`src/rtl/pipe_reg_pkg.sv`:
```
// Shared types and per-stage width constants for the flow-controlled pipeline stage registers.
package pipe_reg_pkg;

    typedef enum logic [1:0] {
        EMPTY = 2'd0,
        BUSY  = 2'd1,
        FULL  = 2'd2
    } pipe_state_e;

    localparam int IFID_CTRL_W  = 1;
    localparam int IFID_DATA_W  = 64;   // pc 32 + instr 32
    localparam int IDEX_CTRL_W  = 9;
    localparam int IDEX_DATA_W  = 111;  // rs1 32 + rs2 32 + imm 32 + rd/rs1/rs2 15
    localparam int EXMEM_CTRL_W = 3;
    localparam int EXMEM_DATA_W = 69;   // result 32 + store data 32 + rd 5
    localparam int MEMWB_CTRL_W = 2;
    localparam int MEMWB_DATA_W = 69;   // mem data 32 + alu result 32 + rd 5

endpackage

```
`src/rtl/pipe_reg_slot.sv`:
```
// One ctrl+data holding register with load and clear.
// PIPE_REG_DATA_RST_EN: when defined, the data register is also reset and flush-cleared.
module pipe_reg_slot #(
    parameter int CTRL_W = 3,
    parameter int DATA_W = 69
) (
    input  logic              clk_i,
    input  logic              rst_n_i,
    input  logic              load_i,
    input  logic              clear_i,
    input  logic [CTRL_W-1:0] ctrl_i,
    input  logic [DATA_W-1:0] data_i,
    output logic [CTRL_W-1:0] ctrl_o,
    output logic [DATA_W-1:0] data_o
);

    logic [CTRL_W-1:0] ctrl_q;
    logic [DATA_W-1:0] data_q;

    // Control bits must never survive a flush: downstream write enables key off them.
    always_ff @(posedge clk_i or negedge rst_n_i) begin
        if (!rst_n_i) begin
            ctrl_q <= '0;
        end else if (clear_i) begin
            ctrl_q <= '0;
        end else if (load_i) begin
            ctrl_q <= ctrl_i;
        end
    end

`ifdef PIPE_REG_DATA_RST_EN
    always_ff @(posedge clk_i or negedge rst_n_i) begin
        if (!rst_n_i) begin
            data_q <= '0;
        end else if (clear_i) begin
            data_q <= '0;
        end else if (load_i) begin
            data_q <= data_i;
        end
    end
`else
    // NOTE: the wide payload has no reset or clear; valid_o qualifies it, so the flops stay plain.
    always_ff @(posedge clk_i) begin
        if (load_i) begin
            data_q <= data_i;
        end
    end
`endif

    assign ctrl_o = ctrl_q;
    assign data_o = data_q;

endmodule

```
`src/rtl/pipe_stage_reg.sv`:
```
// Valid/ready pipeline stage register with a two-entry skid buffer and synchronous flush.
// PIPE_REG_DATA_RST_EN: when defined, payload slots reset to 0 and clear on flush.
module pipe_stage_reg
    import pipe_reg_pkg::*;
#(
    parameter int CTRL_W = EXMEM_CTRL_W,
    parameter int DATA_W = EXMEM_DATA_W
) (
    input  logic              clk_i,
    input  logic              rst_n_i,
    input  logic              flush_i,
    input  logic              valid_i,
    output logic              ready_o,
    input  logic [CTRL_W-1:0] ctrl_i,
    input  logic [DATA_W-1:0] data_i,
    output logic              valid_o,
    input  logic              ready_i,
    output logic [CTRL_W-1:0] ctrl_o,
    output logic [DATA_W-1:0] data_o
);

    pipe_state_e       state_q, state_d;
    logic              ready_q;
    logic              in_fire, out_fire;
    logic              main_load, skid_load;
    logic [CTRL_W-1:0] main_ctrl, skid_ctrl, main_ctrl_d;
    logic [DATA_W-1:0] main_data, skid_data, main_data_d;

    assign valid_o  = (state_q != EMPTY);
    assign ready_o  = ready_q;
    assign in_fire  = valid_i & ready_q;
    assign out_fire = valid_o & ready_i;

    always_comb begin
        // NOTE: every output of this block gets a default first, so no path can infer a latch.
        state_d   = state_q;
        main_load = 1'b0;
        skid_load = 1'b0;
        unique case (state_q)
            EMPTY: begin
                if (in_fire) begin
                    state_d   = BUSY;
                    main_load = 1'b1;
                end
            end
            BUSY: begin
                if (in_fire && out_fire) begin
                    main_load = 1'b1;
                end else if (in_fire) begin
                    state_d   = FULL;
                    skid_load = 1'b1;
                end else if (out_fire) begin
                    state_d   = EMPTY;
                end
            end
            FULL: begin
                if (out_fire) begin
                    state_d   = BUSY;
                    main_load = 1'b1;
                end
            end
            default: state_d = EMPTY;
        endcase
        if (flush_i) begin
            state_d   = EMPTY;
            main_load = 1'b0;
            skid_load = 1'b0;
        end
    end

    // Main refills from the skid when draining FULL, otherwise straight from upstream.
    assign main_ctrl_d = (state_q == FULL) ? skid_ctrl : ctrl_i;
    assign main_data_d = (state_q == FULL) ? skid_data : data_i;

    // NOTE: sequential state uses non-blocking assignments so all flops update from pre-edge values.
    always_ff @(posedge clk_i or negedge rst_n_i) begin
        if (!rst_n_i) begin
            state_q <= EMPTY;
            ready_q <= 1'b1;
        end else begin
            state_q <= state_d;
            ready_q <= (state_d != FULL);
        end
    end

    pipe_reg_slot #(.CTRL_W(CTRL_W), .DATA_W(DATA_W)) u_main (
        .clk_i   (clk_i),
        .rst_n_i (rst_n_i),
        .load_i  (main_load),
        .clear_i (flush_i),
        .ctrl_i  (main_ctrl_d),
        .data_i  (main_data_d),
        .ctrl_o  (main_ctrl),
        .data_o  (main_data)
    );

    pipe_reg_slot #(.CTRL_W(CTRL_W), .DATA_W(DATA_W)) u_skid (
        .clk_i   (clk_i),
        .rst_n_i (rst_n_i),
        .load_i  (skid_load),
        .clear_i (flush_i),
        .ctrl_i  (ctrl_i),
        .data_i  (data_i),
        .ctrl_o  (skid_ctrl),
        .data_o  (skid_data)
    );

    assign ctrl_o = main_ctrl & {CTRL_W{valid_o}};
    assign data_o = main_data;

endmodule

```
`config.mk`:
```
export PLATFORM = sky130hd
export DESIGN_NAME = pipe_stage_reg
export DESIGN_NICKNAME = d
export VERILOG_FILES = /design/src/rtl/pipe_reg_pkg.sv /design/src/rtl/pipe_reg_slot.sv /design/src/rtl/pipe_stage_reg.sv
export SDC_FILE = /design/constraint.sdc
export NUM_CORES = 1
export LEC_CHECK = 0
export CAP_MARGIN = 20
export CORE_UTILIZATION = 51
export DETAILED_ROUTE_END_ITERATION = 16
export PLACE_DENSITY_LB_ADDON = 0.15
export SETUP_SLACK_MARGIN = 0.1
export SYNTH_ARGS = -nofsm -noshare
export SYNTH_HDL_FRONTEND = slang
export SYNTH_SLANG_ARGS = --single-unit
```
`constraint.sdc`:
```
create_clock -name clk_i -period 14.45 [get_ports clk_i]
set_input_delay 2.89 -clock clk_i [delete_from_list [all_inputs] [get_ports clk_i]]
set_output_delay 2.89 -clock clk_i [all_outputs]
set_load 0.1 [all_outputs]
```
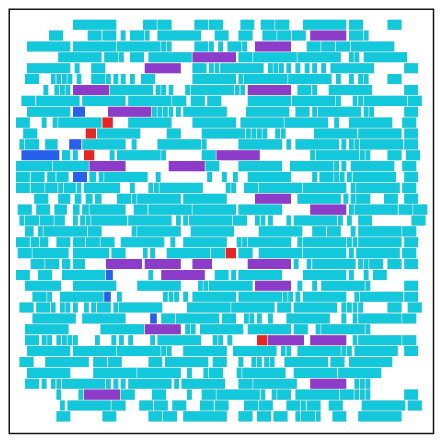
run_1/sizes.png
(4 px per um)
[_6 and larger] purple | cells: 23
[_0 and _1 cells] cyan | cells: 542
[_3 and _4 cells] red | cells: 5
[_2 cells] blue | cells: 7

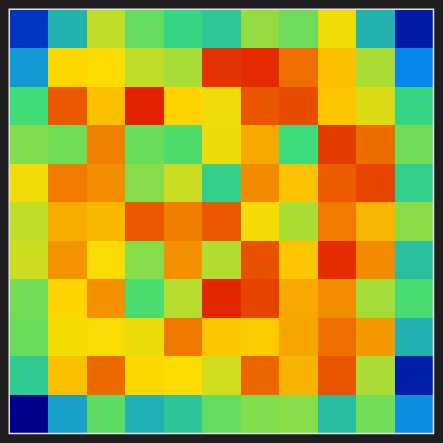
run_1/cell_density.png
(4 px per um) The die is cut into 11 by 11 equal tiles; dark blue is low, red is high, 0 to 100% covered.
nearly empty tiles: 0.80%
tiles over 75% full: 44%
fullest tile: 96%
mean over tiles: 68%

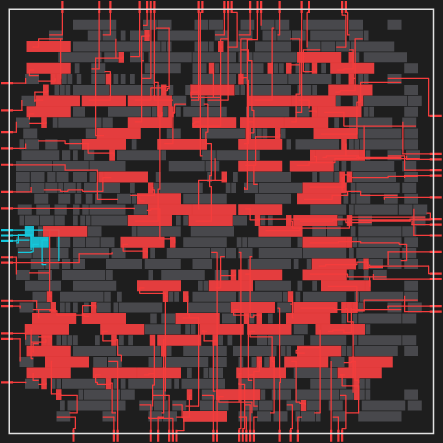
run_1/io_fan.png
(4 px per um)
[data_i] red | bits: 69 | direction: input | end cells: 138 | buffers: 69 | wire: 2470 um
[ctrl_o] cyan | bits: 3 | direction: output | end cells: 3 | buffers: 3 | wire: 54.0 um

==> notes.md, run 1 <==
Synthesis and place-and-route results.

- The sequential area share after synthesis is approximately four fifths.
- The chip occupies 11170 um2.
- The number of antenna violations at the first check in global routing was 0.
- The category of the worst setup path launch point is a flip-flop.
- The start point of the worst min-delay path is u_main.ctrl_o[2].
- Looking at the reg2reg group, the worst path ends at u_main.data_o[6].
- The xor and xnor fraction of the mapped netlist area is 0.1598%.
- Adding up every negative setup slack in the final design gives 0 ns.
- Net switching is approximately 24% of the power.
- The maximum clock path buffer count is 2.
- The layout report lists the combined flip-flop and latch area as ~4400 um2.
- Per the synth stats, the flop cell with the highest instance count is sky130_fd_sc_hd__edfxtp_1.
- The report lists the cells along the critical path as nor2_1 > nor2b_1 > clkdlybuf4s50_1.
- The synthesis warning total is 0.
- The power density relative to cell area is 143.2 nW/um2.
- The final standard cell area without fillers is 7725 um2.
- The run finished with clean final reports.
- The overall power consumption is about 0.0011 W.
- The register share of the cell area is 56.58%.
- The clock tree cell share of total cell area is 8.212%.
- The filler cell count in the final layout is 697.
- The top layer used by detailed routing is met4.
- The total buffers and inverters traversed by the critical path is 1.
- The required time at the worst endpoint is listed as 11.56 ns.
- The count of state elements after synthesis is between 100 and 150.
- The via density per instance is 4.979.
- The worst hold-check slack is 0.5038 ns.
- The sequential cell power is 0.000489 W.
- The number of failing hold endpoints at the final stage is 0.
- The DRC violation total left in the routed layout is recorded as 0.
- By startpoint and endpoint, the worst setup path is classified as reg -> out.
- The number of instances in the placed design is slightly below 700.
- The final-stage net count is between 600 and 700.
- STA shows the worst reg2reg path with a cell count of 6.
- Before placement the cells fill 52.86% of the core.
- Setup repair after global routing left no endpoint under its margin.
- According to the report, the first pass of detailed routing completed in 4 iterations.
- The net switching power in the latest report is between 0.0002 and 0.0003 W.
- Per report_power, the Clock row totals 0.000468 W.
- For reference, the mux area share after synthesis is 0.5478%.
- In the finished design the tool counted flip-flops and latches totalling 147.
- The number of multi-input combinational cells in the layout is 240.
- Following the worst setup path forward leads to its endpoint at ctrl_o[2].
- Global routing consumed, on the met3 layer, 6.865% of the routing resources.
- After detailed routing, the total wire length is 11070 um.
- The number of different library cells in the post-synthesis netlist is 24.
- The standard cell area after detailed placement is 7091 um2.
- STA classifies the critical path endpoint as a primary output.
- The largest stage delay on the critical path is 1.15 ns.
- The remaining antenna violation count after routing is 0.
- The most used routing layer is met2.
- The count of port buffers added during placement is 150.
- The number of global-route vias before repair is between 3000 and 4000.
- The routed wirelength normalized by instance count is 15.53 um.
- The tally of non-filler cells in the final layout is 713.
- For reference, the final report shows the max-slew violation count at 0.
- Subtracting the final worst setup slack from the clock period gives between 5 and 6 ns.
- The number of cells on the worst hold path is listed as 1.
- Setup slack on the worst path after placement came out at 8.881 ns.
- The most frequently placed logic cell in the final layout is sky130_fd_sc_hd__nand2_1.
- Note that the worst hold path type here is reg -> reg.
- Per the timing report, the biggest fanout along the worst path comes to 6.
- Per the OpenROAD floorplan log, the width of the die is 105.7 um.
- The total number of vias is 3550.
- In this run the critical register-to-register path is launched from state_q[0].
- The worst voltage drop across the vdd grid is 106.7 uV.
- The commonest cells after synthesis are 210 x sky130_fd_sc_hd__nand2_1, 138 x sky130_fd_sc_hd__edfxtp_1, 13 x sky130_fd_sc_hd__buf_2, 8 x sky130_fd_sc_hd__dfrtp_1, 4 x sky130_fd_sc_hd__inv_1.
- The violation tally recorded at the end of detailed-routing iteration 0 is between 200 and 250.
- Looking at the critical path, the single cell with the biggest stage delay is sky130_fd_sc_hd__clkdlybuf4s50_1.
- The number of clock sinks seen by CTS is 147.
- The main kind of combinational logic by area is simple AND/OR/NAND/NOR gates.
- The clock share of power is 42.3%.
- The most common cell in the netlist is sky130_fd_sc_hd__nand2_1.
- The mean area per synthesized cell is 13.44 um2.
- The layout has 19 clock buffers.
- Entering global routing, the biggest net connects ~75 pins.
- The number of enable-type register cells in the synthesized netlist is between 100 and 150.
- Global routing used 25.18% of the available met1 tracks.
- The TritonCTS clock tree is built.
- For the worst setup path, the data arrival time is 2.35 ns.
- Of all cell types, the one taking the most synthesized area is sky130_fd_sc_hd__edfxtp_1.
- The final antenna diode count is 0.
- The total clock buffers created by CTS is 17.
- The routed wirelength on the met1 layer is recorded as 4450 um.
- The first global-routing pass estimated 17510 um of wire.
- Detailed placement finished with a half-perimeter wire length of just under 7000 um.
- The area of the core is 10370 um2.
- The run reported a max-capacitance violation count of 0.
- The transition time recorded at the tightest slew-check pin is between 1 and 1.5 ns.
- The synthesized netlist was found by Yosys to have 408 cells.
- Detailed routing placed a total of 5811 um of wire on met2.
- The worst hold endpoint is u_main.ctrl_o[2].
- The top cell types in the final layout, fill and taps aside, are 210 x sky130_fd_sc_hd__nand2_1, 150 x sky130_fd_sc_hd__clkdlybuf4s50_1, 138 x sky130_fd_sc_hd__edfxtp_1.
- The die height is 105.7 um.
- The post-route worst setup slack is a little over 9 ns.
- For this run, the top clock speed supported by timing is 190.9 MHz.
- The row count is 37.
- The tree is rooted in a sky130_fd_sc_hd__clkbuf_8.
- The worst-case max-slew headroom was logged as 29.78%.
- The number of buffers inserted to repair setup after CTS is 0.
- The internal power is ~0.00084 W.
- Combinational logic burns between 10 and 15% of the power.
- The instance count on the critical path is 3.
- The number of primary I/O pins is between 150 and 200.
- Gates resized during post-CTS repair numbered 0.
- Per the post-synthesis report, the nets total about 490.
- Relative to the synthesized area, the layout overhead comes to 40.93%.
- The clock transition at the registers of the reported paths is 0.06 ns.
- Recorded from the global router log, the overflow total was 0.
--- run 2 (diff from run 1) ---
--- a/config.mk
+++ b/config.mk
@@ -6,7 +6,7 @@
 export NUM_CORES = 1
 export LEC_CHECK = 0
 export CAP_MARGIN = 20
-export CORE_UTILIZATION = 51
+export CORE_UTILIZATION = 43
 export DETAILED_ROUTE_END_ITERATION = 16
 export PLACE_DENSITY_LB_ADDON = 0.15
 export SETUP_SLACK_MARGIN = 0.1
==> constraint.sdc (replaced) <==
create_clock -name clk_i -period 4.7 [get_ports clk_i]
set_input_delay 0.94 -clock clk_i [delete_from_list [all_inputs] [get_ports clk_i]]
set_output_delay 0.94 -clock clk_i [all_outputs]
set_load 0.1 [all_outputs]
==> notes.md, run 2 <==
Synthesis and place-and-route results.

- The largest driver fanout on the critical path is 6.
- The commonest register cell is sky130_fd_sc_hd__edfxtp_1.
- The total clock buffers created by CTS is 17.
- STA puts the critical path data required time at 3.76 ns.
- The number of instances in the placed design is about 710.
- The internal portion of the total power is 0.002555 W.
- The worst slack at placement is 1.234 ns.
- For the worst min-delay path, the startpoint reported by OpenROAD is u_main.ctrl_o[2].
- The flow reports power dissipated in the clock network as 0.00142 W.
- The number of multi-input combinational cells in the layout is 240.
- The sequential cell power is 0.00150 W.
- The final antenna diode count is 0.
- Looking at the power breakdown, combinational cells take between 10 and 15% of the total.
- In the hold report, the worst path ends at u_main.ctrl_o[2].
- The number of enable-type register cells in the synthesized netlist is 138.
- The signed area change from the synthesized netlist to the final layout is 42.09%.
- The first global-routing pass estimated 17250 um of wire.
- The maximum clock path buffer count is 2.
- The area of the core is 12210 um2.
- Sequential elements use 79.73% of the synthesized area.
- In this run the critical register-to-register path is captured at u_main.data_o[12].
- The total number of vias is 3436.
- The critical path is of the reg -> out type.
- The critical path in the final layout is reported with a setup slack of between 1 and 1.5 ns.
- According to the I/O placement log, the pin count is 151.
- Per the final report, max-transition violations number 0.
- Logic depth along the worst register-to-register path is recorded as 5.
- Across all hold checks on the routed design, the worst slack comes to 0.4976 ns.
- In the final routed layout, each cell accounts on average for roughly 15 um.
- The number of buffers and inverters on the critical path is 1.
- The number of clock sinks seen by CTS is 147.
- For the worst setup path, the data arrival time is 2.26 ns.
- The flow ran to the end, and the final reports show no timing, DRC or antenna violations.
- The global routing stage identified its most utilized layer as met2.
- The clock share of power is a little over two fifths.
- The number of resized instances in the post-cts repair step is 0.
- The switching share of total power is 24.42%.
- The cell at the root of the clock tree is sky130_fd_sc_hd__clkbuf_16.
- The placement report lists the number of port buffers as 150.
- The number of different library cells in the post-synthesis netlist is 24.
- Per the layout report, the design carries 970 filler cells.
- The category of the worst setup path launch point is a flip-flop.
- Power comes to 0.003381 W.
- The worst slew margin relative to its limit is 32.27%.
- For this run, the number of standard cells in the final layout without fillers is 746.
- The effective utilization at floorplan is between 40 and 50%.
- The clock transition at the registers of the reported paths is approximately 0.06 ns.
- The wire length after detailed routing is around 11000 um.
- Detailed-route iteration 0 reported a violation count of 205.
- Yosys reports that the most numerous cell types are 210 x sky130_fd_sc_hd__nand2_1, 138 x sky130_fd_sc_hd__edfxtp_1, 13 x sky130_fd_sc_hd__buf_2, 8 x sky130_fd_sc_hd__dfrtp_1, 4 x sky130_fd_sc_hd__inv_1.
- The synthesis report lists the Yosys warning total as 0.
- The final standard cell area without fillers is ~8000 um2.
- The die height is 114.9 um.
- The synthesis run identifies the leading combinational cell family as simple AND/OR/NAND/NOR gates.
- In the layout the commonest cells are 210 x sky130_fd_sc_hd__nand2_1, 150 x sky130_fd_sc_hd__clkdlybuf4s50_1, 138 x sky130_fd_sc_hd__edfxtp_1.
- The script extracted a net switching power of 0.0008257 W.
- Entering global routing, the biggest net connects 74 pins.
- Each instance of the synthesized netlist takes up on average between 10 and 15 um2.
- The tally of clock buffers in the finished layout is 19.
- Based on the critical path, the design can be clocked at up to 312.3 MHz.
- For met1 alone, demand over resource in global routing was between 20% and 30%.
- Note, the detailed placer reported a final HPWL of 7109 um.
- Per the synth log, the flip-flop and latch total comes to 147.
- The total nets after synthesis is 485.
- Counting buffers and inverters, the worst setup path is 3 cells deep.
- The timing report shows that the slowest cell on the worst path is sky130_fd_sc_hd__clkdlybuf4s50_1.
- The number of buffers inserted to repair setup after CTS is 0.
- The most frequently placed logic cell in the final layout is sky130_fd_sc_hd__nand2_1.
- The synthesis stats list as the most numerous cell sky130_fd_sc_hd__nand2_1.
- Per STA, the endpoint of the critical path is ctrl_o[1].
- The portion of synthesized area spent on multiplexers is 0.5478%.
- Across the whole layout, storage elements account for ~4400 um2.
- Summed over all layers, the global routing overflow is 0.
- The number of failing hold endpoints at the final stage is 0.
- The detail route stage leaves a number of antenna-violating nets equal to 0.
- The design has 147 sequential cells.
- In the final routing, the length of wire on met1 measures approximately 4600 um.
- The area of the die is 13200 um2.
- The post-route DRC violation count is 0.
- The largest single stage delay on the critical path is roughly 1.2 ns.
- The number of cells in Yosys stat is 408.
- The number of global-route vias before repair was 3365.
- The xor and xnor fraction of the mapped netlist area is 0.1598%.
- Of the total standard cell area in the layout, the sequential portion is between 50% and 60%.
- The signal on the critical path passes through nor2_1 > nor2b_1 > clkdlybuf4s50_1.
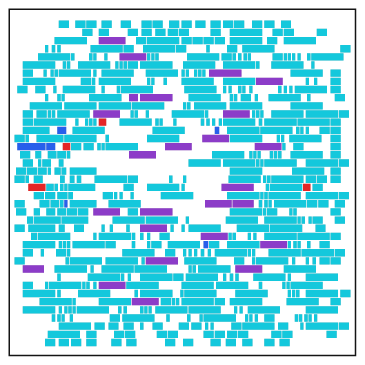
run_2/sizes.png
(3 px per um)
[_6 and larger] purple | cells: 25
[_0 and _1 cells] cyan | cells: 543
[_3 and _4 cells] red | cells: 4
[_2 cells] blue | cells: 6

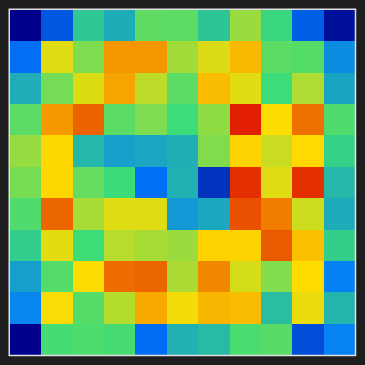
run_2/cell_density.png
(3 px per um) The die is cut into 11 by 11 equal tiles; dark blue is low, red is high, 0 to 100% covered.
tiles over 75% full: 23%
nearly empty tiles: 1.7%
mean over tiles: 57%

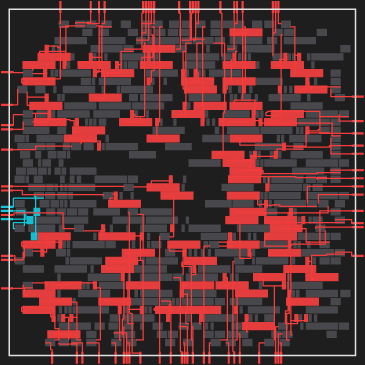
run_2/io_fan.png
(3 px per um)
[ctrl_o] cyan | bits: 3 | direction: output | end cells: 3 | buffers: 3 | wire: 60.3 um
[data_i] red | bits: 69 | direction: input | end cells: 138 | buffers: 69 | wire: 2560 um

Power and IR drop assume default switching activity.
